## src/rtl/ldpc_pkg.sv

```systemverilog
// ldpc_pkg: shared LDPC helpers (clog2, symmetric saturation, default message width)
package ldpc_pkg;
  localparam int msg_w_default = 8;
  function automatic int clog2(input int v);
    int r;
    r = 0;
    for (int n = 1; n < v; n <<= 1) r++;
    return r;
  endfunction
  function automatic int sat_int(input int v, input int w);
    int lim;
    lim = (1 << (w - 1)) - 1;
    return v > lim ? lim : (v < -lim ? -lim : v);
  endfunction
endpackage

```

## src/rtl/sat_sym.sv

```systemverilog
// sat_sym: clamp signed in_w value x to +/-(2^(out_w-1)-1) on y
module sat_sym
  import ldpc_pkg::*;
#(
  parameter int in_w  = 10,
  parameter int out_w = 8
) (
  input  logic signed [in_w-1:0]  x,
  input  logic                    unused_tie,
  output logic signed [out_w-1:0] y
);
  logic unused;
  assign unused = unused_tie;
  assign y = out_w'(sat_int(int'(x), out_w));
endmodule

```

## src/rtl/vnu.sv

```systemverilog
// vnu: variable node unit, ch + r[D] -> extrinsic q[D] and hard decision hd, 2-stage valid/ready pipeline
module vnu
  import ldpc_pkg::*;
#(
  parameter int D      = 3,
  parameter int data_w = msg_w_default,
  parameter int tag_w  = 10
) (
  input  logic                  clk,
  input  logic                  rst,
  input  logic                  in_valid,
  output logic                  in_ready,
  input  logic                  first,
  input  logic [data_w-1:0]     ch,
  input  logic [data_w*D-1:0]   r,
  input  logic [tag_w-1:0]      in_tag,
  output logic                  out_valid,
  input  logic                  out_ready,
  output logic [data_w*D-1:0]   q,
  output logic                  hd,
  output logic [tag_w-1:0]      out_tag
);
  localparam int sum_w = data_w + clog2(D + 1);
  logic                    s1_valid, s2_free;
  logic signed [sum_w-1:0] sum_in, s1_sum;
  logic [data_w*D-1:0]     rr_in, s1_rr, q_nx;
  logic [tag_w-1:0]        s1_tag;
  assign s2_free  = !out_valid || out_ready;
  assign in_ready = !s1_valid || s2_free;
  assign rr_in    = first ? '0 : r;
  always_comb begin
    sum_in = sum_w'(signed'(ch));
    for (int i = 0; i < D; i++) sum_in += sum_w'(signed'(rr_in[i*data_w +: data_w]));
  end
  for (genvar i = 0; i < D; i++) begin : g_sat
    sat_sym #(.in_w(sum_w), .out_w(data_w)) u_sat (
      .x          (s1_sum - sum_w'(signed'(s1_rr[i*data_w +: data_w]))),
      .unused_tie (1'b0),
      .y          (q_nx[i*data_w +: data_w])
    );
  end
  always_ff @(posedge clk) begin
    if (rst) begin
      s1_valid  <= 1'b0;
      s1_sum    <= '0;
      s1_rr     <= '0;
      s1_tag    <= '0;
      out_valid <= 1'b0;
      q         <= '0;
      hd        <= 1'b0;
      out_tag   <= '0;
    end else begin
      if (in_ready) begin
        s1_valid <= in_valid;
        if (in_valid) begin
          s1_sum <= sum_in;
          s1_rr  <= rr_in;
          s1_tag <= in_tag;
        end
      end
      if (s2_free) begin
        out_valid <= s1_valid;
        if (s1_valid) begin
          q       <= q_nx;
          hd      <= s1_sum < 0;
          out_tag <= s1_tag;
        end
      end
    end
  end
endmodule
```

## config.mk

```make
export PLATFORM = sky130hd
export DESIGN_NAME = vnu
export DESIGN_NICKNAME = d
export VERILOG_FILES = /design/src/rtl/ldpc_pkg.sv /design/src/rtl/sat_sym.sv /design/src/rtl/vnu.sv
export SDC_FILE = /design/constraint.sdc
export NUM_CORES = 1
export LEC_CHECK = 0
export CAP_MARGIN = 15
export CELL_PAD_IN_SITES_DETAIL_PLACEMENT = 2
export CELL_PAD_IN_SITES_GLOBAL_PLACEMENT = 2
export CORE_AREA = 8 8 134 136
export CTS_CLUSTER_SIZE = 10
export DETAILED_ROUTE_END_ITERATION = 12
export DIE_AREA = 0 0 142 144
export PLACE_DENSITY = 0.9
export SLEW_MARGIN = 0
export SYNTH_ARGS = -nofsm -noshare
export SYNTH_HDL_FRONTEND = slang
export SYNTH_SLANG_ARGS = --single-unit
```

## constraint.sdc

```tcl
create_clock -name clk -period 8 [get_ports clk]
set_input_delay 2.4 -clock clk [delete_from_list [all_inputs] [get_ports clk]]
set_output_delay 2.4 -clock clk [all_outputs]
set_load 0.01 [all_outputs]
```

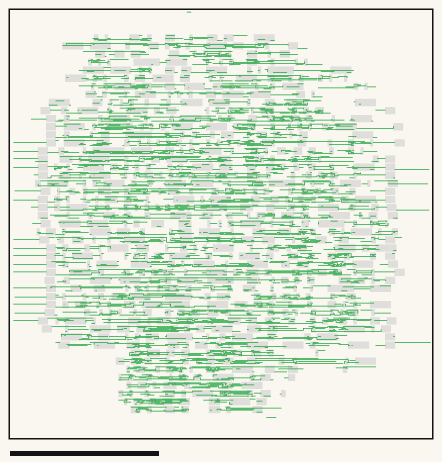
*M1 wires*
The bar under the picture is 50 microns long.
The wires run mostly horizontal. The layer carries 8730 microns of wire. The layer holds 42% of the routed length.

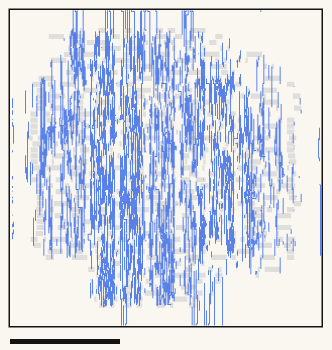
*Metal 2*
The bar under the picture is 50 microns long.
The longest straight run is 51.9 microns. 790 nets have wire on it. The layer holds 51% of the routed length. The layer carries 10600 microns of wire.

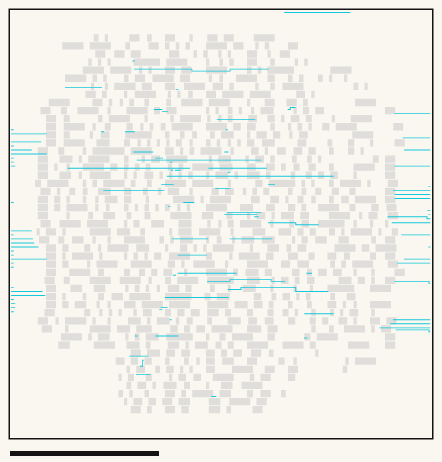
*Met3 routing*
The bar under the picture is 50 microns long.
The wires run mostly horizontal. 73 nets have wire on it. The layer holds 4.0% of the routed length. The layer carries 846 microns of wire.

==> impl_metrics.ini <==
; yosys + openroad results
[run_status]
status = finished clean

[timing]
finalCritPeriodShare_pct = 81.8
slew-limit-headroom_pct = 34.6
worst_slew_pin_slew_ns = 0.982
rsz0062_at_grt = no
slew_viol_final = 0
worst_clock_skew_ns = 0.0134
setup-violations-final = 0
fmaxAchievable_ghz = 0.153
post-route-min-period_ns = 6.54
hold_viol_final = 0
tns_ns = 0

[critical_path]
cp_max_fo = 24
crit_arrival_ns = 6.78
r2r_end = q[3]
worstSetupStartpointType = primary input
reg2reg_slack_ns = 4.69
reg2reg_depth = 9
cp-end-kind = register
crit_type = in -> reg
worstPathRequired_ns = 8.24
regToRegStartpoint = s1_sum[1]

[drt]
drc = 0
drt_wl_total_mm = 20.9
vias = 5247
via_per_inst = 5.49
first_pass_iters = 4
avgRoutedWirePerCell_microns = 21.9
drtAntennaViolNets = 0
first_iter_violations = 204

[die]
core_area_sq_um = 16100
ioPinCount = 84
die_w_microns = 142
num_rows = 47
fp_util_pct = 33.6
die_area_sq_um = 20400
die_y_microns = 144

[synthesis]
fp_nets = 762
postSynthSeqShare_pct = 30.0
edf_count = 0
synthArstFlopShare_pct = 0
yosysWarningCount = 0
syn_inst = 659
top_cell_area_share_pct = 30.0
synth.cell_area_sq_um = 5400
ys_ff = 81
ys_chip_area_sq_um = 5400
synth_cell_types = 64
ff_type = dfxtp_1
largest_area_cell = dfxtp_1
mux_share_pct = 3.31
ys_cells = 659
topCombFamilyByArea = simple AND/OR/NAND/NOR gates
synthAoiAreaFrac_pct = 20.2
ys_sh_xor_pct = 3.08
avgSynthCellArea_sq_um = 8.19
ys_top_cells_by_area = dfxtp_1 (30%), ha_1 (8.3%), fa_1 (7.4%), nand2_1 (6.4%), a21oi_1 (5.9%)
ys_sh_simple_pct = 22.5
synth_adder_area_share_pct = 15.8

[cells_and_area]
final_area_sq_um = 6740
drive_above_1_share_pct = 7.34
mostFrequentLayoutCells = nand2_1 (92), clkdlybuf4s50_1 (82), dfxtp_1 (81)
nNetsFinal = 834
synthToLayoutAreaGrowth_pct = 24.8
mostFrequentLayoutCell = nand2_1
instances_no_fill = 956
diodes = 0

[global_route]
grt_pass1_wl_mm = 33.4
grt_overflow = 0
grt_pass1_vias = 6126
track_usage_pct = 21.1
grt_max_degree = 77
antenna_found_initial = 0

[hold_path]
holdPathStages = 2
min_to = out_tag[1]
holdCritStartpoint = out_tag[1]
hp-class = reg -> reg

[clock_network]
clk_path_buf_depth = 2
hold_buffers = 0
cts_root_buf = clkbuf_16
cts.clk_slew.worst_paths_ns = 0.07
cts_tree = done
htree_levels = 3
cts_setup_buffers = 0
insertion_delay_ns = 0.35
post_cts_resized = 0
cts_made_buffers = 9
cts_sinks = 81

[power]
p_total_uw = 1840
powerDensity_nw_per_um2 = 273
leakage_uw = 0.00262
ir_drop_mv = 0.115

[placement]
routabilityCongestion = 0.837
placed_area_sq_um = 6440
hpwl_mm = 15.0
dp_cells = 940
io_buffers = 83

[run]
warnings = 26
maxCapViolations = 0
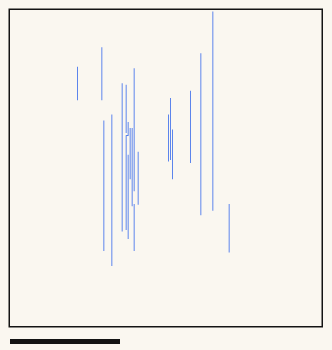
*The metal 4 layer*
The bar under the picture is 50 microns long.
The layer carries 792 microns of wire. The longest straight run is 90.4 microns. 16 nets have wire on it.

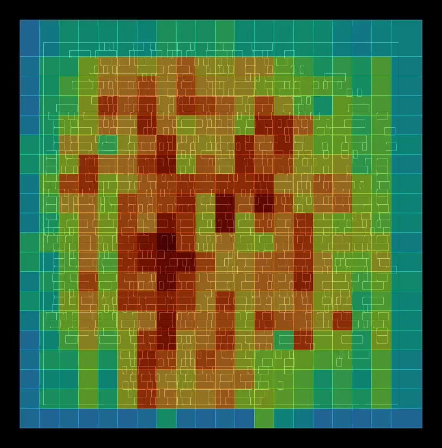
*Routing congestion map*
Util after Layout: 42.0%
met2 Use GR: 38.2%
routing usage on met3: 4.19%

## where the power goes
group / internal, uW / total (uW) / switching, uW
sequential: 451 / 497 / 45.9
clock: 245 / 436 / 191
combinational: 380 / 908 / 529
## cells in the mapped netlist (all sizes together) (16+ instances only)
| cell | n |
|---|---|
| clkbuf | 21 |
| nor2b | 24 |
| nor3 | 16 |
| a21oi | 64 |
| nor2 | 55 |
| inv | 47 |
| o21ai | 16 |
| nand2 | 92 |
| fa | 20 |
| nand2b | 17 |
| dfxtp | 81 |
| ha | 36 |
## worst max-delay path by stage
stage | depth (start not counted) | end | startpoint
final | 15 | s1_sum[9] | first
after global routing | 15 | s1_sum[9] | first
after CTS | 15 | s1_sum[9] | first
after detailed placement | 15 | s1_sum[9] | first
after global placement | 15 | s1_sum[9] | first
after floorplan | 15 | s1_sum[9] | first
## critical path, stage by stage
cell	delay, ns
clkdlybuf4s50_1	0.85
nand2b_1	0.41
fa_1	0.54
fa_1	0.42
inv_1	0.07
ha_1	0.19
inv_1	0.07
fa_1	0.40
nor2b_1	0.17
o21ai_0	0.15
a21boi_0	0.27
o21a_1	0.18
o211ai_1	0.12
and3_1	0.18
o311a_1	0.34
## state kept, by name, indices dropped and copies added (netlist names)
name	count
q	24
s1_rr	24
out_tag	10
s1_sum	10
s1_tag	10
hd	1
out_valid	1
s1_valid	1
## through the flow
step	hold WS [ns]	worst slack (ns)
2_1_floorplan	0.432	2.47
4_1_cts	0.465	1.44
3_5_place_dp	0.451	1.14
5_1_grt	0.476	1.17
6_report	0.463	1.46
3_3_place_gp	0.439	1.49
## cell type report
cell class                      instances  area (sq um)
Sequential cell                        81          1620
Clock inverter                          7          77.6
Fill cell                            1782          9320
Clock buffer                            9           225
Multi-Input combinational cell        505          3510
Timing Repair Buffer                   87           856
Inverter                               47           176
Tap cell                              220           275
## cells by family (layout without fill, tap and decap cells)
kind of cell	Yosys count	in the layout
mux	16	16
compound gates	160	160
flops	81	81
fa+ha+maj	56	56
xor+xnor	19	19
simple gates	254	254
buf+inv	73	150
## metal layers
layer	track usage [%]	part of all wire, %
met1	23.3	42
met2	38.2	50
met3	4.19	4.0
met4	10.3	3.8
met5	0	0
Power figures rest on the tool's default switching activity, not on a simulated workload.
